[config.mk]
export PLATFORM = sky130hd
export DESIGN_NAME = thumb_code_align_buffer_flat
export DESIGN_NICKNAME = d
export VERILOG_FILES = /design/src/rtl/thumb_code_align_buffer_if.sv /design/src/rtl/thumb_code_align_buffer.sv /design/src/flat_wrapper.sv
export SDC_FILE = /design/constraint.sdc
export NUM_CORES = 1
export LEC_CHECK = 0
export CORE_ASPECT_RATIO = 0.7
export CORE_MARGIN = 8
export CORE_UTILIZATION = 58
export DETAILED_ROUTE_END_ITERATION = 10
export PLACE_DENSITY_LB_ADDON = 0.3
export SLEW_MARGIN = 10
export SYNTH_ARGS = -nofsm -noshare
export SYNTH_HDL_FRONTEND = slang
export SYNTH_SLANG_ARGS = --single-unit
[constraint.sdc]
create_clock -name clk -period 5 [get_ports clk]
set_input_delay 1 -clock clk [delete_from_list [all_inputs] [get_ports clk]]
set_output_delay 1 -clock clk [all_outputs]
set_load 0.01 [all_outputs]
[src/rtl/thumb_code_align_buffer_if.sv]
`default_nettype none
// ============================================================================
// Module      : thumb_code_align_buffer_if
// Description : Fetch-side and decode-side handshake bundle of the Thumb
//               instruction alignment buffer.
// Revision    : 1.0 - initial release
// ============================================================================
interface thumb_code_align_buffer_if #(
  parameter int FETCH_HW = 2,
  parameter int DEPTH_HW = 8
);
  localparam int OFF_W = ($clog2(FETCH_HW) > 1) ? $clog2(FETCH_HW) : 1;
  localparam int CNT_W = $clog2(DEPTH_HW + 1);

  logic                    flush;
  logic [OFF_W-1:0]        flush_off;
  logic                    fetch_valid;
  logic                    fetch_ready;
  logic [16*FETCH_HW-1:0]  fetch_data;
  logic                    inst_valid;
  logic                    inst_ready;
  logic [31:0]             inst_code;
  logic                    inst_is32;
  logic [CNT_W-1:0]        hw_count;

  modport master (
    output flush, flush_off, fetch_valid, fetch_data, inst_ready,
    input  fetch_ready, inst_valid, inst_code, inst_is32, hw_count
  );

  modport slave (
    input  flush, flush_off, fetch_valid, fetch_data, inst_ready,
    output fetch_ready, inst_valid, inst_code, inst_is32, hw_count
  );
endinterface
`default_nettype wire

[src/rtl/thumb_code_align_buffer.sv]
`default_nettype none
// ============================================================================
// Module      : thumb_code_align_buffer
// Description : Circular halfword queue that realigns fetch words into whole
//               16/32-bit Thumb instructions for the decoder.
// Revision    : 1.0 - initial release
// ============================================================================
module thumb_code_align_buffer #(
  parameter int FETCH_HW  = 2,
  parameter int DEPTH_HW  = 8,
  parameter bit THUMB2_EN = 1'b1
) (
  input  wire logic                clk,
  input  wire logic                rst,
  thumb_code_align_buffer_if.slave ab_io
);
  localparam int OFF_W = ($clog2(FETCH_HW) > 1) ? $clog2(FETCH_HW) : 1;
  localparam int CNT_W = $clog2(DEPTH_HW + 1);
  localparam int PTR_W = $clog2(DEPTH_HW);

  localparam logic [CNT_W-1:0] C_FETCH     = CNT_W'(FETCH_HW);
  localparam logic [CNT_W-1:0] C_READY_MAX = CNT_W'(DEPTH_HW - FETCH_HW);
  localparam logic [CNT_W-1:0] C_ONE       = CNT_W'(1);
  localparam logic [CNT_W-1:0] C_TWO       = CNT_W'(2);

  if ((FETCH_HW != 2) && (FETCH_HW != 4)) begin : g_bad_fetch_hw
    $error("FETCH_HW must be 2 or 4");
  end
  if ((DEPTH_HW < 2 * FETCH_HW) || ((DEPTH_HW & (DEPTH_HW - 1)) != 0)) begin : g_bad_depth_hw
    $error("DEPTH_HW must be a power of two and at least 2*FETCH_HW");
  end

  logic [15:0]      mem_q [DEPTH_HW];
  logic [15:0]      mem_d [DEPTH_HW];
  logic [PTR_W-1:0] rd_ptr_q, rd_ptr_d;
  logic [PTR_W-1:0] wr_ptr_q, wr_ptr_d;
  logic [CNT_W-1:0] cnt_q, cnt_d;
  logic [OFF_W-1:0] off_q, off_d;

  logic [PTR_W-1:0] rd_ptr_p1;
  logic [15:0]      hw0, hw1;
  logic             head32;
  logic             valid;
  logic             ready;
  logic             push, pop;
  logic [CNT_W-1:0] push_n, pop_n;

  assign rd_ptr_p1 = rd_ptr_q + PTR_W'(1);
  assign hw0       = mem_q[rd_ptr_q];
  assign hw1       = mem_q[rd_ptr_p1];

  assign head32 = THUMB2_EN && ((hw0[15:11] == 5'b11101) ||
                                (hw0[15:11] == 5'b11110) ||
                                (hw0[15:11] == 5'b11111));

  // A lone leading half of a 32-bit instruction is held back until its tail lands.
  assign valid = head32 ? (cnt_q >= C_TWO) : (cnt_q >= C_ONE);
  assign ready = (cnt_q <= C_READY_MAX);

  assign push   = ab_io.fetch_valid && ready && !ab_io.flush;
  assign pop    = valid && ab_io.inst_ready && !ab_io.flush;
  assign push_n = C_FETCH - CNT_W'(off_q);
  assign pop_n  = head32 ? C_TWO : C_ONE;

  always_comb begin
    mem_d = mem_q;
    if (push) begin
      for (int i = 0; i < FETCH_HW; i++) begin
        if (i >= int'(off_q)) begin
          mem_d[wr_ptr_q + PTR_W'(i) - PTR_W'(off_q)] = ab_io.fetch_data[16*i +: 16];
        end
      end
    end
  end

  always_comb begin
    rd_ptr_d = rd_ptr_q;
    wr_ptr_d = wr_ptr_q;
    cnt_d    = cnt_q;
    off_d    = off_q;
    if (ab_io.flush) begin
      rd_ptr_d = '0;
      wr_ptr_d = '0;
      cnt_d    = '0;
      off_d    = ab_io.flush_off;
    end else begin
      if (push) begin
        wr_ptr_d = wr_ptr_q + PTR_W'(push_n);
        off_d    = '0;
      end
      if (pop) begin
        rd_ptr_d = rd_ptr_q + PTR_W'(pop_n);
      end
      cnt_d = cnt_q + (push ? push_n : '0) - (pop ? pop_n : '0);
    end
  end

  // Storage carries no reset; the count alone decides what is visible.
  always_ff @(posedge clk) begin
    mem_q <= mem_d;
  end

  always_ff @(posedge clk) begin
    if (rst) begin
      rd_ptr_q <= '0;
      wr_ptr_q <= '0;
      cnt_q    <= '0;
      off_q    <= '0;
    end else begin
      rd_ptr_q <= rd_ptr_d;
      wr_ptr_q <= wr_ptr_d;
      cnt_q    <= cnt_d;
      off_q    <= off_d;
    end
  end

  assign ab_io.fetch_ready = ready;
  assign ab_io.inst_valid  = valid;
  assign ab_io.inst_is32   = valid && head32;
  assign ab_io.inst_code   = !valid ? 32'h0 : (head32 ? {hw0, hw1} : {16'h0000, hw0});
  assign ab_io.hw_count    = cnt_q;

endmodule
`default_nettype wire

[src/flat_wrapper.sv]
// flat-port wrapper written by rule: the top's interface ports become plain ports
module thumb_code_align_buffer_flat 
#(
  parameter int FETCH_HW  = 2,
  parameter int DEPTH_HW  = 8,
  parameter bit THUMB2_EN = 1'b1
)
  (clk, rst, ab_io_flush, ab_io_flush_off, ab_io_fetch_valid, ab_io_fetch_data, ab_io_inst_ready, ab_io_fetch_ready, ab_io_inst_valid, ab_io_inst_code, ab_io_inst_is32, ab_io_hw_count);
  thumb_code_align_buffer_if #(.FETCH_HW(FETCH_HW), .DEPTH_HW(DEPTH_HW)) ab_io_i ();
  input  wire logic clk;
  input  wire logic rst;
  input wire logic [$bits(ab_io_i.flush)-1:0] ab_io_flush;
  input wire logic [$bits(ab_io_i.flush_off)-1:0] ab_io_flush_off;
  input wire logic [$bits(ab_io_i.fetch_valid)-1:0] ab_io_fetch_valid;
  input wire logic [$bits(ab_io_i.fetch_data)-1:0] ab_io_fetch_data;
  input wire logic [$bits(ab_io_i.inst_ready)-1:0] ab_io_inst_ready;
  output wire logic [$bits(ab_io_i.fetch_ready)-1:0] ab_io_fetch_ready;
  output wire logic [$bits(ab_io_i.inst_valid)-1:0] ab_io_inst_valid;
  output wire logic [$bits(ab_io_i.inst_code)-1:0] ab_io_inst_code;
  output wire logic [$bits(ab_io_i.inst_is32)-1:0] ab_io_inst_is32;
  output wire logic [$bits(ab_io_i.hw_count)-1:0] ab_io_hw_count;
  assign ab_io_i.flush = ab_io_flush;
  assign ab_io_i.flush_off = ab_io_flush_off;
  assign ab_io_i.fetch_valid = ab_io_fetch_valid;
  assign ab_io_i.fetch_data = ab_io_fetch_data;
  assign ab_io_i.inst_ready = ab_io_inst_ready;
  assign ab_io_fetch_ready = ab_io_i.fetch_ready;
  assign ab_io_inst_valid = ab_io_i.inst_valid;
  assign ab_io_inst_code = ab_io_i.inst_code;
  assign ab_io_inst_is32 = ab_io_i.inst_is32;
  assign ab_io_hw_count = ab_io_i.hw_count;
  thumb_code_align_buffer #(.FETCH_HW(FETCH_HW), .DEPTH_HW(DEPTH_HW), .THUMB2_EN(THUMB2_EN)) u_core (.clk(clk), .rst(rst), .ab_io(ab_io_i));
endmodule
==> run_1/cell_classes.png <==
The bar under the picture is 50 um long.
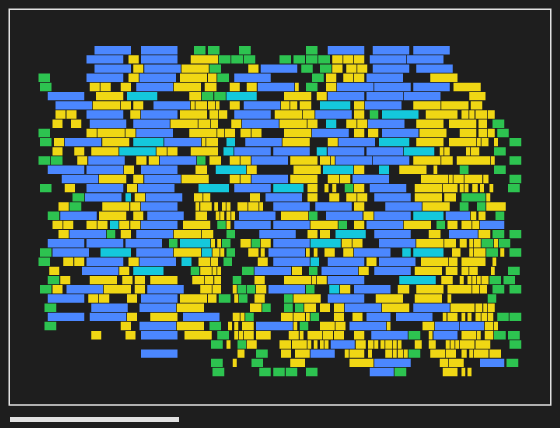
Key: clock drivers and dummy loads = cyan [cells 32, share of their area 6.3%]; other buffers and delay cells = green [cells 111, share of their area 11%]; all other logic = yellow [cells 406, share of their area 42%]; flops = blue [cells 139, share of their area 42%]
Seq/total area: 40.6%
post-layout util: 71.5%

==> run_1/met1.png <==
Supply wires on this layer in gray.
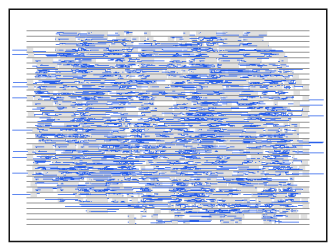
The wires run mostly horizontal. The layer carries 9050 um of wire. 684 nets have wire on it. The longest straight run is 44.6 um. The layer holds 37% of the routed length.
WL final: 24200 um
grt met1 use: 32.4%
via count: 6312

==> run_1/final_clocks.png <==
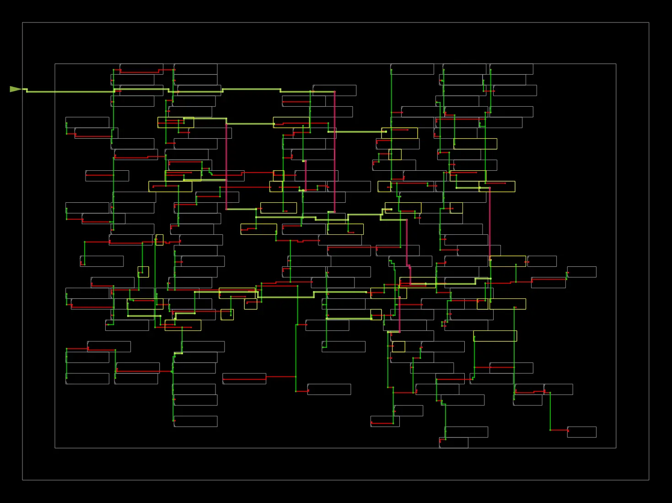
Seq cells: 139
clkbuf count: 17
Clock group: 1.32 mW
clk_skew: 7.24 ps
CTS Buf Count: 17

==> reports/qor.csv, run 1 <==
metric,value,unit
outcome,"complete, no violations",
met2 WL,11500,um
area fraction in mux cells,20.9,%
Die X,160,um
Max Slew Vio Count,0,
Placement Cell Area,9400,um2
Min-Delay Endpoint,u_core.wr_ptr_q[0],
CTS max path bufs,2,
post-cts resize count,0,
Yosys warning count,0,
critical path cell sequence,mux4_2 -> mux2i_2 -> a2111oi_4 -> inv_1 -> o31ai_1 -> clkdlybuf4s50_1,
worst stage delay on the critical path,730,ps
# Cells Yosys,623,
total gr overflow,0,
final-report setup violation count,0,
Signal buffers,111,
Combinational Area,3990,um2
detailed-route DRC error count,0,
TritonCTS clock tree,built,
maximum level of the CTS H-tree,4,
ys flops,139,
initial antenna violation count,0,
CP Launch Point,u_core.rd_ptr_q[1],
most instantiated logic cell after routing,a22o_1,
clock network area share,6.11,%
comb pwr,0.731,mW
Antenna diodes,0,
GR Util met3,7.71,%
setup bufs post-CTS,0,
largest net degree at the start of global routing,44,
final-report hold violation count,0,
==> run 2, diff against run 1 <==
==> constraint.sdc (replaced) <==
create_clock -name clk -period 5 [get_ports clk]
set_input_delay 0.75 -clock clk [delete_from_list [all_inputs] [get_ports clk]]
set_output_delay 0.75 -clock clk [all_outputs]
set_load 0.01 [all_outputs]
==> run_2/final_clocks.png <==
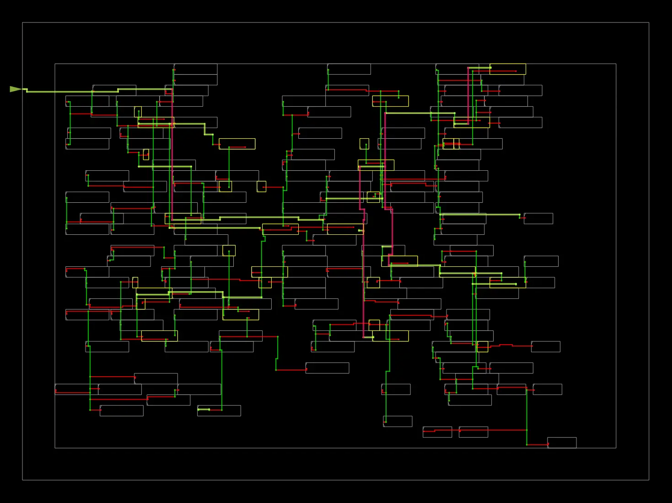
clk_skew: 10.4 ps
worst skew pair latency: 430 ps
clkbuf count: 20
Clock group: 1.15 mW
TritonCTS Sinks: 139

==> run 2 against run 1 <==
Against the previous run: power down 5.2%; synthesized area unchanged; worst setup slack worse by 150 ps; clock-buffer cell count up 3; critical path type unchanged; sequential power about the same; highest routed layer unchanged; maximum frequency down 3.2%; hold slack better by 4.9 ps; die area unchanged; critical path depth up 1; register-to-register slack better by 120 ps; clock skew up 3.2 ps.
==> reports/qor.csv, run 2 <==
metric,value,unit,change
Yosys warning count,0,,unchanged
number of enable flip-flop cells,128,,
R2R cell count,13,,
Synth Seq Share,48.5,%,
Seq cells,139,,unchanged
worst stage delay on the critical path,740,ps,about the same
Die X,160,um,unchanged
CTS Buf Count,17,,unchanged
TritonCTS clock tree,built,,
ys flops,139,,unchanged
Combinational Area,3990,um2,unchanged
grt met1 use,31.5,%,-0.86 points
area fraction in mux cells,20.9,%,unchanged
GR Util met3,8.73,%,+1.0 points
cell count after placement,843,,
Min-Delay Endpoint,u_core.wr_ptr_q[1],,
met2 WL,11300,um,-1.3%
Placement Cell Area,9370,um2,-0.37%
Dominant comb cell,multiplexers,,
CP Launch Point,u_core.rd_ptr_q[1],,
post-cts resize count,0,,unchanged
Non-Filler Instances,875,,
outcome,"complete, no violations",,
# Cells Yosys,623,,unchanged
comb pwr,0.720,mW,-2%
total gr overflow,0,,unchanged
Antenna diodes,0,,unchanged
largest net degree at the start of global routing,44,,unchanged
DRT antenna net count,0,,
detailed-route DRC error count,0,,unchanged
via count,6263,,-0.78%
Yosys Chip Area,8390,um2,
most frequent cells in the layout,"130 x a22o_1, 128 x edfxtp_1, 76 x clkdlybuf4s50_1",,
post-layout util,70.6,%,-0.86 points
critical path cell sequence,mux4_2 -> mux2i_2 -> a2111oi_4 -> buf_4 -> inv_1 -> o31ai_1 -> clkdlybuf4s50_1,,
maximum level of the CTS H-tree,4,,unchanged
Max Slew Vio Count,0,,unchanged
CTS max path bufs,2,,unchanged
setup bufs post-CTS,0,,unchanged
WL final,24100,um,-0.48%
Seq/total area,41.1,%,+0.49 points
initial antenna violation count,0,,unchanged
most instantiated logic cell after routing,a22o_1,,
"Max FO, Critical Path",14,,
most common library cells after synthesis,"130 x a22o_1, 128 x edfxtp_1, 63 x mux4_2",,
final-report hold violation count,0,,unchanged
Signal buffers,108,,-2.7%
==> run_2/drive_strength.png <==
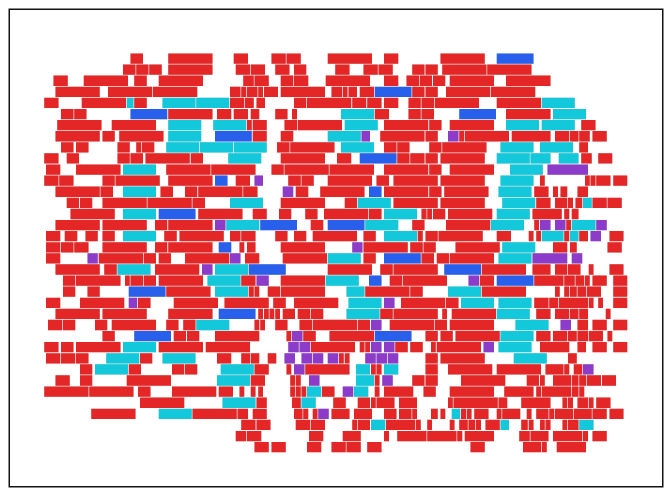
Key: drive 3 to 4 = purple [cells 41, share 6.0%, most used buf_4]; drive 2 = cyan [cells 81, share 12%, most used mux4_2]; drive 1 or less = red [cells 542, share 79%, most used a22o_1]; drive 6 and up = blue [cells 21, share 3.1%, most used clkbuf_16]
Layout area overhead: 18.0%
Finished Cell Area: 9890 um2
setup ws final: 238 ps

Power is estimated from default activity; no workload was simulated.
